Fig. 1: run 1, wires at chosen ports, followed through buffers
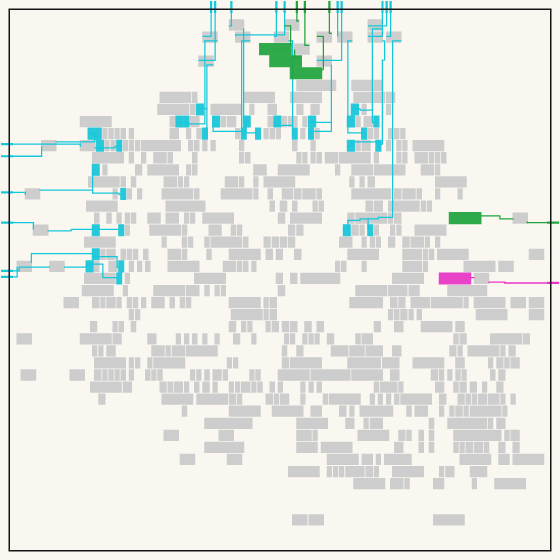
Fig. 2: run 1, cells colored by class
The bar under the picture is 20 um long.
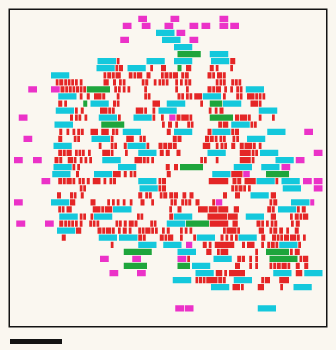
Fig. 3: run 1, cell sizes after repair
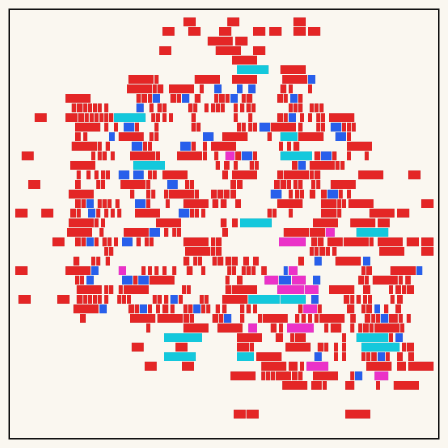
Fig. 4: run 1, routed metal per tile
The bar under the picture is 20 um long. The die is cut into 24 by 24 equal tiles; dark purple is low, yellow is high, scaled to the fullest tile. Values are wire area over tile area, all layers added.
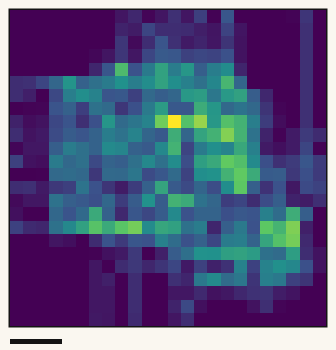
File: config.mk
export PLATFORM = sky130hd
export DESIGN_NAME = seg_scan_ctrl
export DESIGN_NICKNAME = d
export VERILOG_FILES = /design/src/rtl/seg_pkg.sv /design/src/rtl/seg_tick_gen.sv /design/src/rtl/seg_scan_ctrl.sv
export SDC_FILE = /design/constraint.sdc
export NUM_CORES = 1
export LEC_CHECK = 0
export ABC_AREA = 1
export CAP_MARGIN = 10
export CORE_UTILIZATION = 27
export CTS_CLUSTER_DIAMETER = 200
export DETAILED_ROUTE_END_ITERATION = 16
export PLACE_DENSITY = 0.51
export SKIP_CTS_REPAIR_TIMING = 1
export SLEW_MARGIN = 0
export SYNTH_ARGS = -nofsm -noshare
export SYNTH_HDL_FRONTEND = slang
export SYNTH_SLANG_ARGS = --single-unit
File: constraint.sdc
create_clock -name clk -period 2.91 [get_ports clk]
set_clock_uncertainty 0.15 [all_clocks]
set_input_delay 0.291 -clock clk [delete_from_list [all_inputs] [get_ports clk]]
set_output_delay 0.291 -clock clk [all_outputs]
set_load 0.02 [all_outputs]
File: src/rtl/seg_pkg.sv
// ---------------------------------------------------------------------------
// seg_pkg
// Shared constants and types for the four-digit multiplexed display scanner.
//   DIGITS          number of digit positions being scanned
//   CNT_W           width of the per-digit prescaler counter
//   CLK_DIV_DEFAULT default clk cycles per digit slot
//   digit_idx_t     2-bit digit index
//   hex_t           one hex nibble
// ---------------------------------------------------------------------------
package seg_pkg;

    localparam int          DIGITS          = 4;
    localparam int          CNT_W           = 16;
    localparam int unsigned CLK_DIV_DEFAULT = 50000;

    typedef logic [1:0] digit_idx_t;
    typedef logic [3:0] hex_t;

    localparam digit_idx_t LAST_IDX = 2'd3;

endpackage

File: src/rtl/seg_tick_gen.sv
// ---------------------------------------------------------------------------
// seg_tick_gen
// Free-running prescaler that counts 0..CLK_DIV-1 and wraps. tick is high
// for the single cycle in which the counter holds CLK_DIV-1, so the scanner
// advances once every CLK_DIV clocks.
// Ports:
//   clk    sole clock, rising edge
//   rst_n  synchronous active-low reset (counter returns to 0)
//   tick   combinational, high when the counter is at its last value
// ---------------------------------------------------------------------------
module seg_tick_gen
    import seg_pkg::*;
#(
    parameter int unsigned CLK_DIV = CLK_DIV_DEFAULT
) (
    input  logic clk,
    input  logic rst_n,
    output logic tick
);

    localparam logic [CNT_W-1:0] CNT_LAST = CNT_W'(CLK_DIV - 1);

    logic [CNT_W-1:0] cnt_q;
    logic [CNT_W-1:0] cnt_d;

    assign tick = (cnt_q == CNT_LAST);

    always_comb begin
        cnt_d = tick ? '0 : cnt_q + 1'b1;
    end

    always_ff @(posedge clk) begin
        if (!rst_n) begin
            cnt_q <= '0;
        end else begin
            cnt_q <= cnt_d;
        end
    end

endmodule

File: src/rtl/seg_scan_ctrl.sv
// ---------------------------------------------------------------------------
// seg_scan_ctrl
// Scans four hex digits onto a shared BCD/hex-to-7-segment decoder with
// active-low anode selects. New content is captured into a shadow (pending)
// set by load and only copied into the displayed (active) set at the end of
// a full four-digit frame, so a frame never shows a mix of old and new data.
// Ports:
//   clk         sole clock, rising edge
//   rst_n       synchronous active-low reset
//   data_in     four hex digits, digit k = data_in[4k+3:4k]
//   points_in   decimal point request per digit, active-high
//   blank_in    per-digit blank mask, 1 = digit dark
//   load        single-cycle capture strobe for the three inputs above
//   hex_out     registered digit code for the decoder
//   le          registered decoder blank, 1 = all segments off
//   point       registered decimal point for the current digit
//   an          registered anode selects, active-low one-hot
//   pend        a captured load is waiting for the end of the frame
//   frame_done  one-cycle pulse in the cycle after each frame wrap
// Build option:
//   SEG_LZB_EN  when defined, digits above the most significant non-zero
//               active digit are blanked (digit 0 is never auto-blanked).
// ---------------------------------------------------------------------------
module seg_scan_ctrl
    import seg_pkg::*;
#(
    parameter int unsigned CLK_DIV = CLK_DIV_DEFAULT
) (
    input  logic                clk,
    input  logic                rst_n,
    input  logic [4*DIGITS-1:0] data_in,
    input  logic [DIGITS-1:0]   points_in,
    input  logic [DIGITS-1:0]   blank_in,
    input  logic                load,
    output logic [3:0]          hex_out,
    output logic                le,
    output logic                point,
    output logic [DIGITS-1:0]   an,
    output logic                pend,
    output logic                frame_done
);

    logic tick;
    logic wrap;

    seg_tick_gen #(
        .CLK_DIV (CLK_DIV)
    ) u_tick_gen (
        .clk   (clk),
        .rst_n (rst_n),
        .tick  (tick)
    );

    // Scan position and frame boundary
    digit_idx_t idx_q;
    digit_idx_t idx_d;

    assign wrap  = tick && (idx_q == LAST_IDX);
    assign idx_d = tick ? idx_q + 2'd1 : idx_q;

    // Displayed (active) and shadow (pending) register sets
    logic [4*DIGITS-1:0] act_data_q,  act_data_d;
    logic [DIGITS-1:0]   act_pts_q,   act_pts_d;
    logic [DIGITS-1:0]   act_blank_q, act_blank_d;
    logic [4*DIGITS-1:0] pnd_data_q,  pnd_data_d;
    logic [DIGITS-1:0]   pnd_pts_q,   pnd_pts_d;
    logic [DIGITS-1:0]   pnd_blank_q, pnd_blank_d;
    logic                pend_q,      pend_d;

    always_comb begin
        act_data_d  = act_data_q;
        act_pts_d   = act_pts_q;
        act_blank_d = act_blank_q;
        pnd_data_d  = pnd_data_q;
        pnd_pts_d   = pnd_pts_q;
        pnd_blank_d = pnd_blank_q;
        pend_d      = pend_q;

        if (load && wrap) begin
            // Arriving exactly at the frame boundary: nothing to defer,
            // and it supersedes any older pending capture.
            act_data_d  = data_in;
            act_pts_d   = points_in;
            act_blank_d = blank_in;
            pend_d      = 1'b0;
        end else begin
            if (wrap && pend_q) begin
                act_data_d  = pnd_data_q;
                act_pts_d   = pnd_pts_q;
                act_blank_d = pnd_blank_q;
                pend_d      = 1'b0;
            end
            // Later loads in the same frame simply overwrite the shadow.
            if (load) begin
                pnd_data_d  = data_in;
                pnd_pts_d   = points_in;
                pnd_blank_d = blank_in;
                pend_d      = 1'b1;
            end
        end
    end

    // Per-digit view of the active data
    hex_t act_digit [DIGITS];

    generate
        for (genvar gi = 0; gi < DIGITS; gi++) begin : g_digit
            assign act_digit[gi] = act_data_q[4*gi +: 4];
        end
    endgenerate

`ifdef SEG_LZB_EN
    // lzb_mask[k] is set when every active digit at position k and above
    // is zero; position 0 always stays lit.
    logic [DIGITS-1:0] lzb_mask;

    assign lzb_mask[0] = 1'b0;
    generate
        for (genvar gi = 1; gi < DIGITS; gi++) begin : g_lzb
            assign lzb_mask[gi] = (act_data_q[4*DIGITS-1:4*gi] == '0);
        end
    endgenerate
`endif

    // Registered decoder/anode outputs, one cycle behind idx_q
    logic [3:0]        hex_q,   hex_d;
    logic              le_q,    le_d;
    logic              point_q, point_d;
    logic [DIGITS-1:0] an_q,    an_d;
    logic              fd_q,    fd_d;

    always_comb begin
        hex_d   = act_digit[idx_q];
        point_d = act_pts_q[idx_q];
        an_d    = ~(4'b0001 << idx_q);
`ifdef SEG_LZB_EN
        le_d    = act_blank_q[idx_q] | lzb_mask[idx_q];
`else
        le_d    = act_blank_q[idx_q];
`endif
        fd_d    = wrap;
    end

    always_ff @(posedge clk) begin
        if (!rst_n) begin
            idx_q       <= '0;
            act_data_q  <= '0;
            act_pts_q   <= '0;
            act_blank_q <= '0;
            pnd_data_q  <= '0;
            pnd_pts_q   <= '0;
            pnd_blank_q <= '0;
            pend_q      <= 1'b0;
            hex_q       <= '0;
            le_q        <= 1'b1;
            point_q     <= 1'b0;
            an_q        <= '1;
            fd_q        <= 1'b0;
        end else begin
            idx_q       <= idx_d;
            act_data_q  <= act_data_d;
            act_pts_q   <= act_pts_d;
            act_blank_q <= act_blank_d;
            pnd_data_q  <= pnd_data_d;
            pnd_pts_q   <= pnd_pts_d;
            pnd_blank_q <= pnd_blank_d;
            pend_q      <= pend_d;
            hex_q       <= hex_d;
            le_q        <= le_d;
            point_q     <= point_d;
            an_q        <= an_d;
            fd_q        <= fd_d;
        end
    end

    assign hex_out    = hex_q;
    assign le         = le_q;
    assign point      = point_q;
    assign an         = an_q;
    assign pend       = pend_q;
    assign frame_done = fd_q;

endmodule

==> out/metrics.csv, run 1 <==
stage,metric,value,unit
cells_and_area,nonClkBufAreaFrac,0.08700,
grt,top_usage_layer,met2,
grt,grt_usage,0.1259,
route,totalWireLength,8211,um
cells_and_area,area.growth.synth_to_final,20.44,%
synthesis,ys_chip_area,3869,sq um
grt,grt_pass1_vias,3012,
timing,grt_setup_unrepaired,no,
cells_and_area,final.fill_count,1467,
route,dr_wl_met3,272,um
route,dr.pass1.iters,4,
grt,grtUsageMet3,0.03464,
pwr,pwr.group.clock,0.00121,W
floorplan,boundaryPins,39,
place,place_worst_setup_slack,0.7759,ns
synthesis,post_synth_and_or_nand_nor_area_fraction,0.3066,
floorplan,core_region_area,13930,sq um
route,first_iter_violations,145,
pwr,netSwitchingFraction,0.2154,
cells_and_area,seq_area,1562,sq um
timing,setup_violations,0,
pwr,power_switching,0.0005393,W
grt,grt.met2_usage,0.2003,
cells_and_area,area.share.sequential,0.3351,
floorplan,die-width,121.7,um
synthesis,ys_sh_aoi,0.1365,
pwr,combinationalPowerShare,0.071,
route,routedWlPerCell,10.86,um
critical_path,worstSetupEndpointType,register,
pwr,power_top_consumer,clock,
route,avgViaCountPerCell,4.142,
job,max-cap-violations,0,
cts,number_of_clock_sinks_seen_by_cts,78,
grt,grt_first_pass_wirelength,14320,um
cells_and_area,finalInstanceArea,4659,sq um
job,stage_log_warnings,29,
cells_and_area,layout.cells.most_common_list,"sky130_fd_sc_hd__nand2_1 (147), sky130_fd_sc_hd__inv_1 (85), sky130_fd_sc_hd__dfxtp_1 (78)",
floorplan,chipArea,14810,sq um
route,number_of_drc_violations_after_detailed_routing,0,
cells_and_area,non_clock_inverter_total_of_the_final_layout,90,
cts,clkSlewWorstSetupHoldPaths,0.05,ns
pwr,fin_total_pwr,0.002504,W
cells_and_area,stdcell_count,756,
timing,report.final.slew_viol_count,0,
synthesis,syn_avg_cell_area,7.151,sq um
cts,tritoncts,yes,
grt,antenna_violations_before_repair,0,
cells_and_area,clock_cell_area_share,0.06928,
min_path,hold_path_class,input port to register,
timing,timing.hold.ws,0.2264,ns
synthesis,ys_warn_count,0,
synthesis,flop_cell,sky130_fd_sc_hd__dfxtp_1,
cts,cts-root-buf,sky130_fd_sc_hd__clkbuf_16,
timing,max_freq,494.4,MHz
synthesis,enable_flop_cells,0,
synthesis,post_synth_xor_area_fraction,0.006792,
synthesis,ys_async_sr_fraction,0,
cells_and_area,clock_buffers,11,
critical_path,reg2reg_setup_slack,0.89,ns
grt,pin_count_of_the_biggest_net_entering_global_routing,31,
cells_and_area,number_of_signal_net_buffers_in_the_layout,42,
timing,layout_min_cycle_time,2.023,ns
cells_and_area,design.final.nets,604,
pwr,p_int,0.001964,W
synthesis,synth_seq_share,0.4036,
timing,final.setup.tns,0,ns
cts,htree_levels,3,
timing,setup_slack,0.8872,ns
synthesis,yosys.cell_count.top_type,sky130_fd_sc_hd__nand2_1,
cells_and_area,multiInputGateArea,1803,sq um
critical_path,critical_path.startpoint_type,register,
route,met2WireLength,3799,um
cells_and_area,diodes,0,
min_path,hold_path.startpoint,rst_n,
critical_path,critical_path_peak_fanout,25,
route,top_signal_layer_used,met4,
grt,grt-ovfl-total,0,
cts,clock_tree.buffer_depth,2,
pwr,power_density,537.3,nW/um^2
synthesis,synth_top_cell_by_area,sky130_fd_sc_hd__dfxtp_1,
pwr,vdd.ir_drop.worst,0.3072,mV
cts,num_cts_buffers,9,
synthesis,post_synth_mux_area_share,0,
timing,worst_pin_slew,0.6595,ns
synthesis,post_synth_instance_area,3869,sq um
cells_and_area,post-route-util,0.3344,
floorplan,floorplan.tapcells,180,
pwr,seq-power,0.00112,W
critical_path,worstReg2RegStart,idx_q[1],
route,antenna_violating_nets_post_route,0,
critical_path,timing.rr.end,pnd_data_q[2],
critical_path,setup.worst_path.end,pnd_data_q[2],
grt,grtUsageMet1,0.1566,
pwr,power.leakage,2.067,nW
critical_path,path_class,register to register,
synthesis,post_synth_num_cell_types,34,
place,io_buffer_count,38,
route,routed-via-count,3131,
timing,timing.max_slew.rel_slack,0.5597,
synthesis,synth.yosys.num_cells,541,
synthesis,yosys-top-cells-count,"sky130_fd_sc_hd__nand2_1 (147), sky130_fd_sc_hd__inv_1 (85), sky130_fd_sc_hd__dfxtp_1 (78), sky130_fd_sc_hd__nor2_1 (47), sky130_fd_sc_hd__a21oi_1 (30)",
place,post_dp_cell_area,4337,sq um
synthesis,synth_cells,541,
cells_and_area,drive_gt1_frac,0.1441,
place,post-place-cells,741,
cells_and_area,sequential_cells,78,
pwr,combinationalPower,0.000177,W
status,run_status,"finished, final reports clean",
min_path,worst_hold_path.endpoint,an[2],
pwr,clock_power_share,0.484,
critical_path,critical_path_arrival,2.10,ns
synthesis,synth.area.top_cells,"sky130_fd_sc_hd__dfxtp_1 (40%), sky130_fd_sc_hd__nand2_1 (14%), sky130_fd_sc_hd__inv_1 (8.2%)",
synthesis,synth.net_count,573,
cells_and_area,layout.cells.most_common,sky130_fd_sc_hd__nand2_1,
critical_path,crit_required,2.99,ns
cells_and_area,logic_gates,351,
cts,clk-insertion-delay-late,0.34,ns
floorplan,placementRows,43,
place,globalplace.congestion,0.7805,
synthesis,topCombFamilyByArea,simple AND/OR/NAND/NOR gates,
cells_and_area,largestClassByArea,multi-input combinational cells,
min_path,hold-path-cell-count,2,
timing,final.period_utilization,0.6951,
route,wl_met1,4024,um
synthesis,synth_flop_count,78,
synthesis,adder_share,0.01617,
critical_path,launching_instance_or_port_of_the_critical_path,idx_q[1],
timing,total_count_of_hold_check_failures_in_the_final_report,0,
synthesis,top_cell_area_share,0.4036,
place,detailedPlacementHpwl,5760,um
floorplan,floorplan.die.height,121.7,um
floorplan,floorplanUtilization,0.2776,
pwr,seqPwrFrac,0.445,
About Fig. 1:
Key: data_in = cyan [bits 16, direction input, edge 10 north, 6 west, end cells 32, buffers 16, wire 545 um]; hex_out = green [bits 4, direction output, edge 3 north, 1 east, end cells 4, buffers 4, wire 47.4 um]; point = magenta [bits 1, direction output, edge east, end cells 1, buffers 1, wire 14.9 um]

About Fig. 2:
Key: clock drivers and dummy loads = green [cells 15]; combinational and other logic = red [cells 441]; flops = cyan [cells 78]; other buffers and delay cells = magenta [cells 42]

About Fig. 3:
Key: _2 cells = blue [cells 55, share 9.5%, most used nor2_2]; _0 and _1 cells = red [cells 493, share 86%, most used nand2_1]; _3 and _4 cells = magenta [cells 14, share 2.4%, most used buf_4]; _6 and larger = cyan [cells 14, share 2.4%, most used clkbuf_16]

About Fig. 4:
The emptiest ninth of the die: south-west. The mean over all tiles is 0.086. 29% of the tiles are nearly empty.

## run 1: registers in the layout (all words and copies together) (netlist names)
name / count
u_tick_gen.cnt_q: 16
act_data_q: 16
pnd_pts_q: 4
pnd_data_q: 16
hex_out: 4
le: 1
pnd_blank_q: 4
idx_q: 2
an: 4
pend: 1
frame_done: 1
act_pts_q: 4
point: 1
act_blank_q: 4
## run 1: worst max-delay path, stage by stage (launching register included)
cell and delay [ns]:
sky130_fd_sc_hd__dfxtp_1 0.50, sky130_fd_sc_hd__ha_1 0.40, sky130_fd_sc_hd__nand3_2 0.16, sky130_fd_sc_hd__nand2_4 0.28, sky130_fd_sc_hd__inv_4 0.22, sky130_fd_sc_hd__nor2_1 0.14, sky130_fd_sc_hd__nor2_1 0.05
--- run 2 (diff from run 1) ---
- clock period: 2.91 -> 2.01 ns (I/O delays scaled with it)
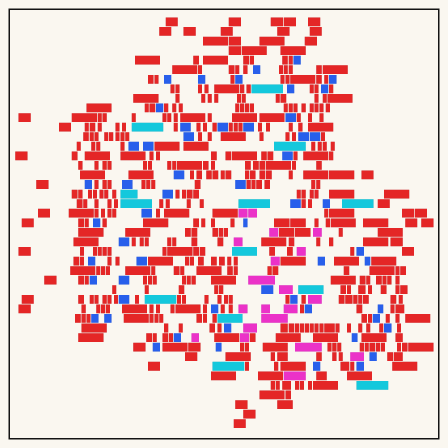
Fig. 5. Cell sizes after repair (run 2).
number of signal-net buffers in the layout: 51
P&R area growth vs syn: 21.18%
worst setup margin: 0.2382 ns

==> run 2 against run 1 <==
Effect of this change:
- final cell count increased by 1.1%
- global-route usage grew 0.21 points
- maximum frequency increased by 14%
- die area did not move
- final area up 0.62%
- clock-buffer cell count increased by 1
==> out/metrics.csv, run 2 <==
stage,metric,value,unit,change
status,run_status,"finished, final reports clean",,
floorplan,chipArea,14810,sq um,unchanged
cells_and_area,clock_buffers,12,,+1
synthesis,ys_async_sr_fraction,0,,unchanged
cts,clkSlewWorstSetupHoldPaths,0.06,ns,about the same
cells_and_area,nonClkBufAreaFrac,0.1068,,+0.01975
cells_and_area,layout.cells.most_common,sky130_fd_sc_hd__nand2_1,,
synthesis,adder_share,0.01617,,unchanged
grt,grt_usage,0.1279,,+0.002087
place,post_dp_cell_area,4422,sq um,+2.0%
synthesis,synth_cells,541,,unchanged
place,io_buffer_count,38,,unchanged
critical_path,crit_required,2.14,ns,-0.85 ns
grt,pin_count_of_the_biggest_net_entering_global_routing,29,,-6.5%
timing,final.setup.tns,0,ns,unchanged
route,number_of_drc_violations_after_detailed_routing,0,,unchanged
synthesis,synth_seq_share,0.4036,,unchanged
pwr,clock_power_share,0.436,,-0.048
route,dr.pass1.iters,5,,+1
floorplan,die-width,121.7,um,unchanged
pwr,power_density,712.3,nW/um^2,+33%
synthesis,post_synth_mux_area_share,0,,unchanged
timing,worst_pin_slew,0.4731,ns,-0.1864 ns
synthesis,ys_sh_aoi,0.1365,,unchanged
timing,total_count_of_hold_check_failures_in_the_final_report,0,,unchanged
cts,num_cts_buffers,9,,unchanged
synthesis,synth_flop_count,78,,unchanged
synthesis,post_synth_num_cell_types,34,,unchanged
pwr,netSwitchingFraction,0.2327,,+0.01727
cells_and_area,design.final.nets,613,,+1.5%
critical_path,worstReg2RegStart,u_tick_gen.cnt_q[0],,
synthesis,post_synth_xor_area_fraction,0.006792,,unchanged
pwr,vdd.ir_drop.worst,0.4684,mV,+52%
cells_and_area,post-route-util,0.3364,,+0.002065
cells_and_area,area.share.sequential,0.3331,,-0.002057
grt,antenna_violations_before_repair,0,,unchanged
min_path,hold_path_class,register to register,,
min_path,hold-path-cell-count,1,,-1
pwr,power_switching,0.0007771,W,+44%
cells_and_area,largestClassByArea,multi-input combinational cells,,
floorplan,boundaryPins,39,,unchanged
synthesis,enable_flop_cells,0,,unchanged
cts,number_of_clock_sinks_seen_by_cts,78,,unchanged
place,globalplace.congestion,0.7849,,+0.56%
cells_and_area,drive_gt1_frac,0.1507,,+0.006588
floorplan,floorplanUtilization,0.2776,,unchanged
place,post-place-cells,749,,+1.1%
timing,setup_violations,0,,unchanged
critical_path,critical_path.startpoint_type,register,,
cells_and_area,multiInputGateArea,1803,sq um,unchanged
grt,grt_pass1_vias,3052,,+1.3%
synthesis,ys_chip_area,3869,sq um,unchanged
synthesis,synth_top_cell_by_area,sky130_fd_sc_hd__dfxtp_1,,
synthesis,synth.net_count,573,,unchanged
route,routed-via-count,3208,,+2.5%
synthesis,post_synth_instance_area,3869,sq um,unchanged
cts,clock_tree.buffer_depth,2,,unchanged
timing,timing.max_slew.rel_slack,0.6843,,+0.1246
pwr,combinationalPowerShare,0.080,,+0.009
route,met2WireLength,3828,um,+0.76%
route,first_iter_violations,194,,+34%
timing,max_freq,564.4,MHz,+14%
pwr,fin_total_pwr,0.003339,W,+33%
synthesis,flop_cell,sky130_fd_sc_hd__dfxtp_1,,
floorplan,floorplan.die.height,121.7,um,unchanged
synthesis,top_cell_area_share,0.4036,,unchanged
place,place_worst_setup_slack,0.2076,ns,-0.5683 ns
cts,cts-root-buf,sky130_fd_sc_hd__clkbuf_16,,
floorplan,floorplan.tapcells,180,,unchanged
cts,htree_levels,3,,unchanged
timing,final.period_utilization,0.8815,,+0.1864
pwr,combinationalPower,0.000268,W,+51%
synthesis,topCombFamilyByArea,simple AND/OR/NAND/NOR gates,,
timing,grt_setup_unrepaired,no,,
cells_and_area,sequential_cells,78,,unchanged
grt,top_usage_layer,met2,,
timing,layout_min_cycle_time,1.772,ns,-0.2510 ns
min_path,worst_hold_path.endpoint,u_tick_gen.cnt_q[0],,
cells_and_area,non_clock_inverter_total_of_the_final_layout,90,,unchanged
cells_and_area,final.fill_count,1498,,+2.1%
route,totalWireLength,8426,um,+2.6%
pwr,seq-power,0.00161,W,+44%
timing,report.final.slew_viol_count,0,,unchanged
route,routedWlPerCell,11.03,um,+1.5%
cells_and_area,logic_gates,351,,unchanged
critical_path,setup.worst_path.end,act_data_q[5],,
grt,grtUsageMet3,0.04494,,+0.01030
critical_path,reg2reg_setup_slack,0.24,ns,-0.65 ns
pwr,pwr.group.clock,0.00146,W,+21%
route,wl_met1,4191,um,+4.2%
cells_and_area,layout.cells.most_common_list,"sky130_fd_sc_hd__nand2_1 (147), sky130_fd_sc_hd__inv_1 (85), sky130_fd_sc_hd__dfxtp_1 (78)",,
synthesis,syn_avg_cell_area,7.151,sq um,unchanged
synthesis,post_synth_and_or_nand_nor_area_fraction,0.3066,,unchanged
## run 2: netlist changes by cell type in the layout (fill, tap and decap cells not counted), sizes merged
| cell | previous run | this run |
|---|---|---|
| buf | 5 | 13 |
| clkbuf | 11 | 12 |
| dlygate4sd3 | 0 | 1 |
| bufinv | 2 | 0 |
## run 2: critical path: stages (launching register included)
cell and delay (ns):
sky130_fd_sc_hd__dfxtp_1 0.35, sky130_fd_sc_hd__ha_1 0.24, sky130_fd_sc_hd__nand3_4 0.13, sky130_fd_sc_hd__nor2_4 0.16
sky130_fd_sc_hd__nand4_4 0.33, sky130_fd_sc_hd__nand2_1 0.15, sky130_fd_sc_hd__nand2_1 0.09, sky130_fd_sc_hd__a21oi_2 0.12
--- run 3 (diff from run 2) ---
- CORE_UTILIZATION: 27 -> 44
- PLACE_DENSITY: 0.51 -> 0.71
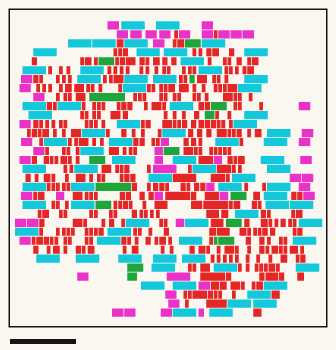
Fig. 6. Cells colored by class (run 3).
The bar under the picture is 20 um long.
Key: clock drivers and dummy loads = green [cells 16]; combinational and other logic = red [cells 441]; other buffers and delay cells = magenta [cells 50]; flops = cyan [cells 78]

==> run 3 against run 2 <==
Effect of this change:
- sequential power barely moved
- first-iteration DRC count fell by 32%
- hold slack improved by 0.0077 ns
- non-clock buffer count fell by 1
- area after synthesis did not move
- final cell count fell by 9.7%
- critical path depth rose by 1
- highest routed layer unchanged
==> out/metrics.csv, run 3 <==
stage,metric,value,unit,change
status,run_status,"finished, final reports clean",,
cells_and_area,number_of_signal_net_buffers_in_the_layout,50,,-2.0%
cells_and_area,sequential_cells,78,,unchanged
synthesis,syn_avg_cell_area,7.151,sq um,unchanged
route,routedWlPerCell,11.24,um,+1.9%
timing,max_freq,544.9,MHz,-3.5%
cts,clkSlewWorstSetupHoldPaths,0.09,ns,+0.03 ns
min_path,hold_path.startpoint,u_tick_gen.cnt_q[0],,
cells_and_area,area.share.sequential,0.3429,,+0.009791
synthesis,top_cell_area_share,0.4036,,unchanged
cells_and_area,logic_gates,351,,unchanged
floorplan,die-width,95.77,um,-21%
pwr,combinationalPower,0.000268,W,about the same
timing,total_count_of_hold_check_failures_in_the_final_report,0,,unchanged
synthesis,synth_seq_share,0.4036,,unchanged
cells_and_area,design.final.nets,612,,-0.16%
floorplan,chipArea,9172,sq um,-38%
critical_path,critical_path.max_stage_delay,0.36,ns,about the same
timing,setup_violations,0,,unchanged
pwr,clock_power_share,0.414,,-0.022
timing,report.final.slew_viol_count,0,,unchanged
cts,number_of_clock_sinks_seen_by_cts,78,,unchanged
grt,pin_count_of_the_biggest_net_entering_global_routing,30,,+3.4%
cells_and_area,non_clock_inverter_total_of_the_final_layout,90,,unchanged
cells_and_area,multiInputGateArea,1803,sq um,unchanged
cells_and_area,nonClkBufAreaFrac,0.1082,,+0.001490
synthesis,post_synth_xor_area_fraction,0.006792,,unchanged
cells_and_area,post-route-util,0.5434,,+0.2069
cells_and_area,layout.cells.most_common,sky130_fd_sc_hd__nand2_1,,
critical_path,crit_path_frequent_cell,sky130_fd_sc_hd__nor2_1,,
synthesis,topCombFamilyByArea,simple AND/OR/NAND/NOR gates,,
cells_and_area,layout.cells.most_common_list,"sky130_fd_sc_hd__nand2_1 (147), sky130_fd_sc_hd__inv_1 (85), sky130_fd_sc_hd__dfxtp_1 (78)",,
synthesis,post_synth_and_or_nand_nor_area_fraction,0.3066,,unchanged
synthesis,post_synth_instance_area,3869,sq um,unchanged
cells_and_area,clock_buffers,11,,-1
critical_path,crit_required,2.11,ns,-0.03 ns
pwr,seq-power,0.00161,W,about the same
cts,htree_levels,3,,unchanged
grt,grt_pass1_vias,2956,,-3.1%
pwr,combinationalPowerShare,0.084,,+0.004
pwr,power_switching,0.0007623,W,-1.9%
floorplan,floorplanUtilization,0.4616,,+0.1839
job,stage_log_warnings,29,,
critical_path,setup.worst_path.end,pnd_data_q[4],,
timing,final.period_utilization,0.9130,,+0.03153
floorplan,placementRows,33,,
min_path,hold-path-cell-count,1,,unchanged
cells_and_area,largestClassByArea,multi-input combinational cells,,
cells_and_area,area.growth.synth_to_final,17.72,%,
pwr,netSwitchingFraction,0.2377,,+0.004998
pwr,power_density,704.1,nW/um^2,-1.1%
min_path,worst_hold_path.endpoint,u_tick_gen.cnt_q[0],,
timing,worst_pin_slew,0.4754,ns,+0.002261 ns
synthesis,adder_share,0.01617,,unchanged
route,totalWireLength,7756,um,-8.0%
synthesis,synth.net_count,573,,unchanged
grt,grt_usage,0.1902,,+0.06230
critical_path,critical_path.startpoint_type,register,,
min_path,hold_path_class,register to register,,
timing,final.setup.tns,0,ns,unchanged
cells_and_area,clock_cell_area_share,0.04918,,
cells_and_area,drive_gt1_frac,0.1538,,+0.003161
synthesis,ys_chip_area,3869,sq um,unchanged
critical_path,crit_cells,8,,+1
synthesis,synth_flop_count,78,,unchanged
place,io_buffer_count,38,,unchanged
cts,num_cts_buffers,9,,unchanged
critical_path,reg2reg_setup_slack,0.17,ns,-0.06 ns
grt,antenna_violations_before_repair,0,,unchanged
pwr,pwr.group.clock,0.00133,W,-9%
timing,timing.max_slew.rel_slack,0.6827,,-0.001509
cells_and_area,final.fill_count,826,,-45%
synthesis,post_synth_num_cell_types,34,,unchanged
critical_path,timing.critical_path.buf_inv,1,,+1
synthesis,post_synth_mux_area_share,0,,unchanged
route,dr.pass1.iters,4,,-1
synthesis,enable_flop_cells,0,,unchanged
route,number_of_drc_violations_after_detailed_routing,0,,unchanged
synthesis,ys_async_sr_fraction,0,,unchanged
timing,grt_setup_unrepaired,no,,
cts,cts-root-buf,sky130_fd_sc_hd__clkbuf_8,,
synthesis,flop_cell,sky130_fd_sc_hd__dfxtp_1,,
place,post_dp_cell_area,4320,sq um,-2.3%
route,routed-via-count,3191,,-0.53%
place,globalplace.congestion,0.7800,,-0.62%
synthesis,synth_cells,541,,unchanged
timing,layout_min_cycle_time,1.835,ns,+0.06338 ns
critical_path,cell_family_with_the_largest_share_of_critical_path_delay,simple AND/OR/NAND/NOR gates,,
floorplan,boundaryPins,39,,unchanged
pwr,fin_total_pwr,0.003207,W,-4.0%
route,first_iter_violations,131,,-32%
synthesis,ys_sh_aoi,0.1365,,unchanged
cts,clock_tree.buffer_depth,2,,unchanged
pwr,vdd.ir_drop.worst,0.3121,mV,-33%
synthesis,synth_top_cell_by_area,sky130_fd_sc_hd__dfxtp_1,,
run 3: cell counts after synthesis:
Identical to the previous run, type by type.
run 3: metal layers:
layer	vias up	GRT usage	part of all wire
li1	1723	-	-
met1	1419	0.2422	0.48
met2	39	0.3101	0.47
met3	10	0.04107	0.032
met4	0	0.08209	0.016
met5	-	0	0
run 3: stage by stage:
| step | cells | worst slack [ns] | hold WS (ns) |
|---|---|---|---|
| finish | 690 | 0.1748 | 0.3062 |
| global route | 690 | 0.02743 | 0.3233 |
| floorplan | 541 | 0.3890 | 0.1967 |
| detailed placement | 673 | 0.1121 | 0.2932 |
| CTS | 689 | 0.1526 | -0.05645 |
| global placement | 673 | 0.1497 | 0.2798 |
Power is estimated from default activity; no workload was simulated.
